--- config.mk ---
export PLATFORM = sky130hd
export DESIGN_NAME = sub_rr_arbiter
export DESIGN_NICKNAME = d
export VERILOG_FILES = /design/src/rtl/sub_arb_pkg.sv /design/src/rtl/sub_signed_core.sv /design/src/rtl/sub_rr_arbiter.sv
export SDC_FILE = /design/constraint.sdc
export NUM_CORES = 1
export LEC_CHECK = 0
export CORE_AREA = 5 5 94 96
export DETAILED_ROUTE_END_ITERATION = 8
export DIE_AREA = 0 0 99 101
export PLACE_DENSITY = 0.89
export SETUP_SLACK_MARGIN = 0.15
export SYNTH_ARGS = -nofsm -noshare
export SYNTH_HDL_FRONTEND = slang
export SYNTH_SLANG_ARGS = --single-unit
--- constraint.sdc ---
create_clock -name clk -period 9.6 [get_ports clk]
set_input_delay 1.44 -clock clk [delete_from_list [all_inputs] [get_ports clk]]
set_output_delay 1.44 -clock clk [all_outputs]
set_load 0.1 [all_outputs]
--- src/rtl/sub_arb_pkg.sv ---
// sub_arb_pkg: shared types and helpers for the shared signed subtractor
// arbiter (sub_rr_arbiter) and its arithmetic core (sub_signed_core).
//   slot_state_t  - output slot state (ST_EMPTY / ST_FULL)
//   DEFAULT_WIDTH - default operand/result width
//   clog2_safe()  - index width for a requester count, never below 1
package sub_arb_pkg;

  typedef enum logic [0:0] {
    ST_EMPTY = 1'b0,
    ST_FULL  = 1'b1
  } slot_state_t;

  localparam int DEFAULT_WIDTH = 16;

  // Smallest r >= 1 with 2**r >= n, so a 2-requester arbiter still gets a 1-bit id.
  function automatic int clog2_safe(input int n);
    int r;
    r = 1;
    for (int i = 1; i < 31; i++) begin
      if ((32'sd1 << i) < n) begin
        r = i + 1;
      end else begin
        r = r;
      end
    end
    return r;
  endfunction

endpackage

--- src/rtl/sub_signed_core.sv ---
// sub_signed_core: combinational two's complement subtractor with signed
// overflow detection.
//   a, b  in  WIDTH  minuend, subtrahend
//   diff  out WIDTH  a - b, wrapped modulo 2**WIDTH
//   ovf   out 1      signed overflow of a - b
module sub_signed_core
  import sub_arb_pkg::*;
#(
  parameter int WIDTH = DEFAULT_WIDTH
) (
  input  logic [WIDTH-1:0] a,
  input  logic [WIDTH-1:0] b,
  output logic [WIDTH-1:0] diff,
  output logic             ovf
);

  // a + (~b + 1): the most-negative b needs no special casing this way.
  assign diff = a + (~b) + WIDTH'(1);

  // Overflow only possible when the operand signs differ; it shows as a
  // result whose sign disagrees with the minuend.
  assign ovf = (a[WIDTH-1] != b[WIDTH-1]) && (diff[WIDTH-1] != a[WIDTH-1]);

endmodule

--- src/rtl/sub_rr_arbiter.sv ---
// sub_rr_arbiter: round-robin arbitration of NREQ operand requesters onto one
// shared signed subtractor, with a registered valid/ready result slot.
//   clk, rst      clock, async active-high reset
//   req_valid/req_ready/req_a/req_b   per-requester request handshake
//   rsp_valid/rsp_ready/rsp_id/rsp_result/rsp_overflow   result slot
//   ovf_count     saturating count of overflowing results accepted downstream
//   busy          slot full and stalled by downstream
module sub_rr_arbiter
  import sub_arb_pkg::*;
#(
  parameter int NREQ  = 4,
  parameter int WIDTH = DEFAULT_WIDTH,
  parameter int CNTW  = 16,
  localparam int IDW  = clog2_safe(NREQ)
) (
  input  logic                  clk,
  input  logic                  rst,
  input  logic [NREQ-1:0]       req_valid,
  output logic [NREQ-1:0]       req_ready,
  input  logic [NREQ*WIDTH-1:0] req_a,
  input  logic [NREQ*WIDTH-1:0] req_b,
  output logic                  rsp_valid,
  input  logic                  rsp_ready,
  output logic [IDW-1:0]        rsp_id,
  output logic [WIDTH-1:0]      rsp_result,
  output logic                  rsp_overflow,
  output logic [CNTW-1:0]       ovf_count,
  output logic                  busy
);

  slot_state_t      state_r;
  slot_state_t      state_next_s;
  logic [IDW-1:0]   ptr_r;
  logic [IDW-1:0]   ptr_next_s;
  logic [IDW-1:0]   grant_id_s;
  logic [IDW-1:0]   scan_idx_s;
  logic             found_s;
  logic             grant_s;
  logic             can_load_s;
  logic             out_hs_s;
  logic [WIDTH-1:0] sel_a_s;
  logic [WIDTH-1:0] sel_b_s;
  logic [WIDTH-1:0] diff_s;
  logic             ovf_s;
  logic [IDW-1:0]   rsp_id_r;
  logic [WIDTH-1:0] rsp_result_r;
  logic             rsp_overflow_r;
  logic [CNTW-1:0]  ovf_count_r;
  int               scan_v;

  // A full slot may refill in the same cycle it drains.
  assign can_load_s = (state_r == ST_EMPTY) || rsp_ready;
  assign grant_s    = can_load_s && found_s;
  assign out_hs_s   = (state_r == ST_FULL) && rsp_ready;

  // Round-robin scan: first valid requester at or above the pointer, wrapping.
  always_comb begin
    found_s    = 1'b0;
    grant_id_s = IDW'(0);
    scan_v     = 0;
    scan_idx_s = IDW'(0);
    for (int k = 0; k < NREQ; k++) begin
      scan_v = int'(ptr_r) + k;
      if (scan_v >= NREQ) begin
        scan_v = scan_v - NREQ;
      end else begin
        scan_v = scan_v;
      end
      scan_idx_s = scan_v[IDW-1:0];
      if (!found_s && req_valid[scan_idx_s]) begin
        found_s    = 1'b1;
        grant_id_s = scan_idx_s;
      end else begin
        found_s    = found_s;
      end
    end
  end

  // One-hot accept toward the granted requester; operand values never gate it.
  always_comb begin
    req_ready = {NREQ{1'b0}};
    if (grant_s) begin
      req_ready[grant_id_s] = 1'b1;
    end else begin
      req_ready = {NREQ{1'b0}};
    end
  end

  // Operand mux for the granted requester.
  always_comb begin
    sel_a_s = {WIDTH{1'b0}};
    sel_b_s = {WIDTH{1'b0}};
    for (int k = 0; k < NREQ; k++) begin
      if (grant_id_s == IDW'(k)) begin
        sel_a_s = req_a[k*WIDTH +: WIDTH];
        sel_b_s = req_b[k*WIDTH +: WIDTH];
      end else begin
        sel_a_s = sel_a_s;
      end
    end
  end

  sub_signed_core #(.WIDTH(WIDTH)) u_core (
    .a    (sel_a_s),
    .b    (sel_b_s),
    .diff (diff_s),
    .ovf  (ovf_s)
  );

  // Pointer advances past the granted requester.
  always_comb begin
    ptr_next_s = ptr_r;
    if (grant_id_s == IDW'(NREQ - 1)) begin
      ptr_next_s = IDW'(0);
    end else begin
      ptr_next_s = grant_id_s + IDW'(1);
    end
  end

  // Slot FSM next-state.
  always_comb begin
    state_next_s = state_r;
    case (state_r)
      ST_EMPTY: begin
        if (grant_s) begin
          state_next_s = ST_FULL;
        end else begin
          state_next_s = ST_EMPTY;
        end
      end
      ST_FULL: begin
        if (rsp_ready && !grant_s) begin
          state_next_s = ST_EMPTY;
        end else begin
          state_next_s = ST_FULL;
        end
      end
      default: state_next_s = ST_EMPTY;
    endcase
  end

  // Slot state, pointer and result registers.
  always_ff @(posedge clk or posedge rst) begin
    if (rst) begin
      state_r        <= ST_EMPTY;
      ptr_r          <= IDW'(0);
      rsp_id_r       <= IDW'(0);
      rsp_result_r   <= {WIDTH{1'b0}};
      rsp_overflow_r <= 1'b0;
    end else begin
      state_r <= state_next_s;
      if (grant_s) begin
        ptr_r          <= ptr_next_s;
        rsp_id_r       <= grant_id_s;
        rsp_result_r   <= diff_s;
        rsp_overflow_r <= ovf_s;
      end else begin
        ptr_r <= ptr_r;
      end
    end
  end

  // Saturating count of overflowing results taken by downstream.
  always_ff @(posedge clk or posedge rst) begin
    if (rst) begin
      ovf_count_r <= {CNTW{1'b0}};
    end else if (out_hs_s && rsp_overflow_r && (ovf_count_r != {CNTW{1'b1}})) begin
      ovf_count_r <= ovf_count_r + CNTW'(1);
    end else begin
      ovf_count_r <= ovf_count_r;
    end
  end

  assign rsp_valid    = (state_r == ST_FULL);
  assign rsp_id       = rsp_id_r;
  assign rsp_result   = rsp_result_r;
  assign rsp_overflow = rsp_overflow_r;
  assign ovf_count    = ovf_count_r;
  assign busy         = rsp_valid & ~rsp_ready;

endmodule

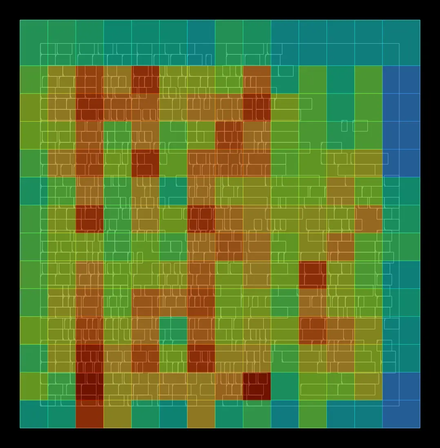
*Routing congestion*
share of the core filled with cells in the final layout: 67.0%
met1 Track Usage GR: 26.1%
global-route met2 utilization: 39.2%
overall global routing resource usage: 21.8%
grt peak-use layer: met2

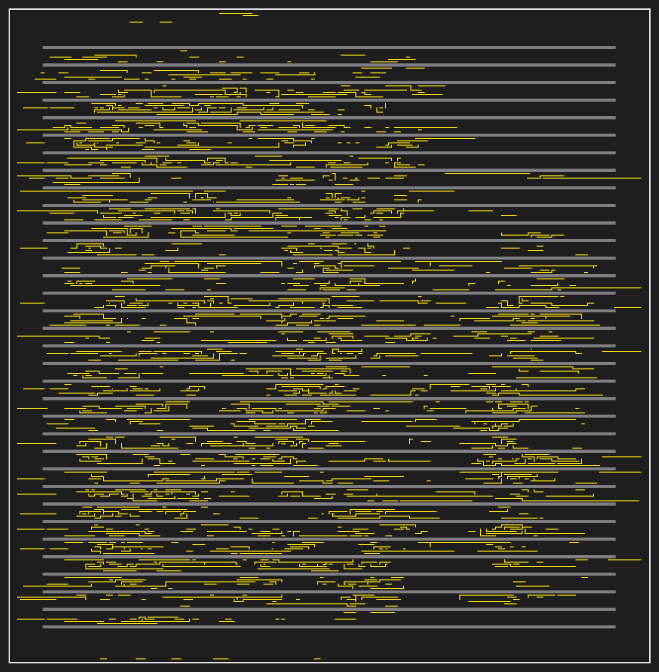
*Metal 1*
Supply wires on this layer in grey.
The layer carries 4410 um of wire. The longest straight run is 26.7 um. The wires run mostly horizontal.

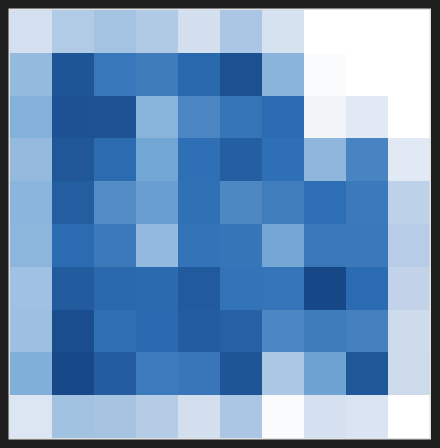
*Placement density heat map*
The die is cut into 10 by 10 equal tiles; white is low, dark blue is high, 0 to 100% covered.
The mean over all tiles is 52%. 25% of the tiles are over 75% full. 7.0% of the tiles are nearly empty. The emptiest ninth of the die: north-east. The fullest tile reaches 91%.

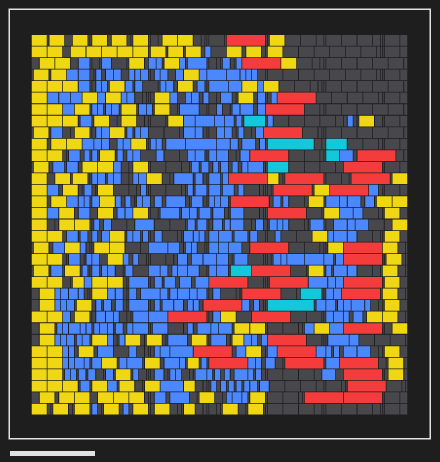
*Placed cells, one colour a class*
The bar under the picture is 20 um long. Fill, decap, tap and diode cells in grey.
Key: flip-flops = red [cells 38, share of their area 18%]; all other logic = blue [cells 395, share of their area 45%]; other buffers and delay cells = yellow [cells 181, share of their area 35%]; clock drivers and dummy loads = cyan [cells 8, share of their area 2.6%]

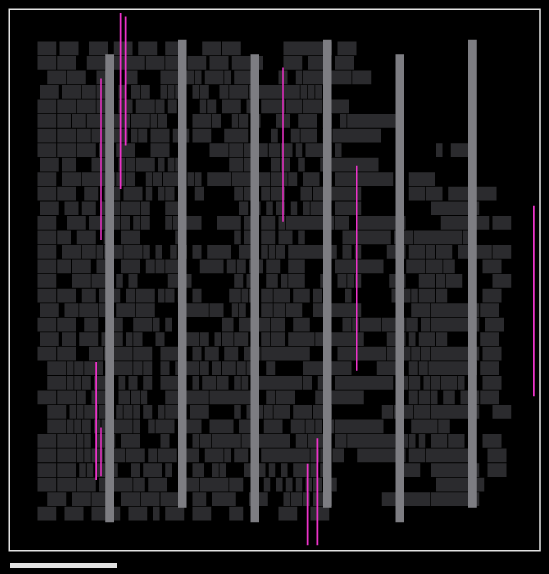
*Metal 4*
The bar under the picture is 20 um long. Supply wires on this layer in grey. Cells faint in the background.
The layer holds 2.3% of the routed length. The wires run mostly vertical. 10 nets have wire on it. The longest straight run is 38.1 um. The layer carries 254 um of wire.

==> job_summary.md <==
## Synthesis and layout report

| Metric | Value |
|---|---|
| Area of the chip | `10000 sq um` |
| Setup crit end kind | `output port` |
| Peak supply drop | `0.124 mV` |
| Register-to-register setup slack | `5.29 ns` |
| Tool warnings | `29` |
| GRT Residual Overflow | `0` |
| Total negative slack | `0 ns` |
| Number of hold buffers added after cts | `0` |
| Critical-path top delay cell | `clkdlybuf4s50_1` |
| Power per Cell Area | `342 nW/um^2` |
| Worst-case reg-to-reg path depth | `21` |
| Library cells used by synthesis | `45` |
| Layout cells sized above 1 | `3.70%` |
| Top achievable clock speed | `167 MHz` |
| Final count of negative-setup-slack endpoints | `0` |
| Number of remaining DRC errors | `0` |
| Combinational group share of total power | `77.1%` |
| Most used cell along the critical path | `clkdlybuf4s50_1` |
| Result of the run | `finished, final reports clean` |
| Area growth from synthesis to layout | `57.9%` |
| Final period demand of the worst path | `5.99 ns` |
| Clock group share of total power | `8.9%` |
| Half-perimeter wire length after placement | `9540 um` |
| Total wire length | `11100 um` |
| Fin crit share | `62.4%` |
| Post-Route Skew | `0.00608 ns` |
| Clock latency of the later-clocked register in the worst-skew pair | `0.29 ns` |
| Fraction of power spent switching nets | `56.3%` |
| WP data required | `8.16 ns` |
| Static Leak | `0.00222 uW` |
| Power dissipated by switching net loads | `1030 uW` |
| Max-Slew Margin vs Limit | `32.8%` |
| Top-area cell share | `28.1%` |
| Async S/R FF share, synth | `100%` |
| Number of buffers inserted by post-CTS setup repair | `0` |
| Internal portion of total power | `798 uW` |
| Hold Path End | `rsp_result[4]` |
| Cell count listed in synth_stat.txt | `462` |
| Top logic cell by instance count in the layout | `clkdlybuf4s50_1` |
| Die x size | `99 um` |
| Post-synthesis instance area | `3380 sq um` |
| Hold violation count in the final report | `0` |
| First-pass iteration count of the detailed router | `4` |
| DRT iter0 DRCs | `197` |
| Total core area | `7970 sq um` |
| Gates resized, CTS repair | `0` |
| Part of the total power dissipated in sequential elements | `14.0%` |
| Critical path type | `primary input to output port` |
| Setup repair after global routing missed its margin | `false` |
| Number of synthesis warnings | `0` |
| Routability-driven placement congestion ratio | `0.900` |
| Number of buffers added on ports | `175` |
| Max Cap Viol | `0` |
| Post-route total power | `1830 uW` |
| Average size of a mapped cell | `7.31 sq um` |
| Synthesized netlist cell count | `462` |
| Origin of the critical flop-to-flop path | `ptr_r[0]` |
| Number of buffers created by CTS | `5` |
| Largest net degree at the start of global routing | `65` |
| Most common logic cells in the final layout | `clkdlybuf4s50_1 (175), nand2_1 (64), nor2_1 (61), a21oi_1 (61), dfrtp_1 (38)` |
| Number of nets at floorplan | `618` |
| Seq cells post-synth | `38` |
| Via count of the first global-routing pass | `3852` |
| Flip-flops with a built-in enable | `0` |
| HP Start | `rsp_result[4]` |
| Antenna diode count | `0` |
| Clk pin slew, worst setup/hold paths | `0.08 ns` |
| Bufs on Longest Clock Path | `2` |
| CTS tree | `done` |
| Number of vias per cell after detailed routing | `5.34` |
| Critical path arrival | `4.55 ns` |
| Most common flop cell mapped by yosys | `dfrtp_1` |
| Cells along the critical path | `clkdlybuf4s50_1 > inv_1 > nor2_1 > a21oi_1 > o221ai_1 > ha_2 > buf_4 > and2_1 > clkdlybuf4s50_1` |
| Wire length per cell after detailed routing | `15.3 um` |
| Post-synth seq share | `28.1%` |
| Longest individual stage delay on the worst path | `1.13 ns` |
| Max-slew violation count | `0` |
| Via count | `3883` |
| Main area contributors | `dfrtp_1 (28%), a21oi_1 (9.0%), ha_1 (7.4%)` |
| I/O pin count | `176` |
| Worst-margin pin slew | `1.00 ns` |
| Count of cells along the worst hold path | `2` |
==> metrics by stage <==
step	area (sq um)	std cells	hold WS, ns
CTS	5340	727	0.481
global route	5340	727	0.507
detailed placement	5200	719	0.460
floorplan	3380	462	0.511
finish	5340	727	0.478
global placement	5200	719	0.459
==> worst max-delay path: cells and delay by family <==
| family | cells | cell delay, ns |
|---|---|---|
| AOI/OAI and AO/OA | 2 | 0.40 |
| adders and majority gates | 1 | 0.24 |
| buffers and inverters | 4 | 2.13 |
| and+or+nand+nor | 2 | 0.32 |
==> registers in the layout, indices dropped and copies added (netlist names) <==
signal	cells
rsp_overflow	1
rsp_result	16
ptr_r	2
ovf_count	16
rsp_valid	1
rsp_id	2
==> worst max path at each step <==
stage | startpoint | end | slack (ns) | cells after the start
after floorplan | rsp_ready | req_ready[0] | 4.32 | 4
after global placement | req_valid[0] | req_ready[2] | 3.67 | 9
after detailed placement | req_valid[0] | req_ready[2] | 3.61 | 9
after CTS | req_valid[0] | req_ready[2] | 3.61 | 9
after global routing | req_valid[0] | req_ready[2] | 3.36 | 9
final | req_valid[0] | req_ready[2] | 3.61 | 9
==> cell type report <==
cell class | count | area, sq um | share of cell area [%]
inverters | 12 | 45.0 | 0.844
repair buffers | 181 | 1800 | 33.7
clock inverters | 3 | 68.8 | 1.29
flip-flops and latches | 38 | 951 | 17.8
clock buffers | 5 | 68.8 | 1.29
well taps | 105 | 131 | 2.46
multi-input cells | 383 | 2280 | 42.6
==> Yosys cell counts (9+ instances only) <==
library cell / number
a21o_1: 9
dfrtp_1: 38
nand4_1: 10
ha_1: 20
o21ai_0: 33
clkbuf_1: 22
nand2_1: 64
a21oi_1: 61
inv_1: 12
nor2_1: 61
nand3_1: 9
xor2_1: 9
xnor2_1: 16
a22oi_1: 22
==> power groups by stage <==
stage               registers (uW)  logic (uW)  clock network, uW
floorplan                      591         732                  0
global placement               257        1370                  0
detailed placement             260        1400                  0
CTS                            258        1400                165
global route                   265        1540                170
finish                         256        1410                162
==> logic make-up (layout without fill, tap and decap cells) <==
| group | Yosys count | count (layout) | synth area share (%) |
|---|---|---|---|
| AND/OR/NAND/NOR | 177 | 177 | 23.5 |
| AND-OR/OR-AND | 152 | 152 | 26.8 |
| buffers and inverters | 41 | 201 | 4.66 |
| flip-flops | 38 | 38 | 28.1 |
| XOR/XNOR | 25 | 25 | 6.48 |
| adder cells (fa/ha/maj) | 21 | 21 | 8.00 |
| multiplexers | 8 | 8 | 2.41 |
==> layer usage <==
| layer | vias up | global-route usage, % | share of wire, % |
|---|---|---|---|
| li1 | 1960 | - | - |
| met1 | 1749 | 26.1 | 40 |
| met2 | 152 | 39.2 | 50 |
| met3 | 22 | 4.98 | 7.5 |
| met4 | 0 | 5.99 | 2.3 |
| met5 | - | 0 | 0 |
No activity file was given, so power comes from the tool's default toggle rates.
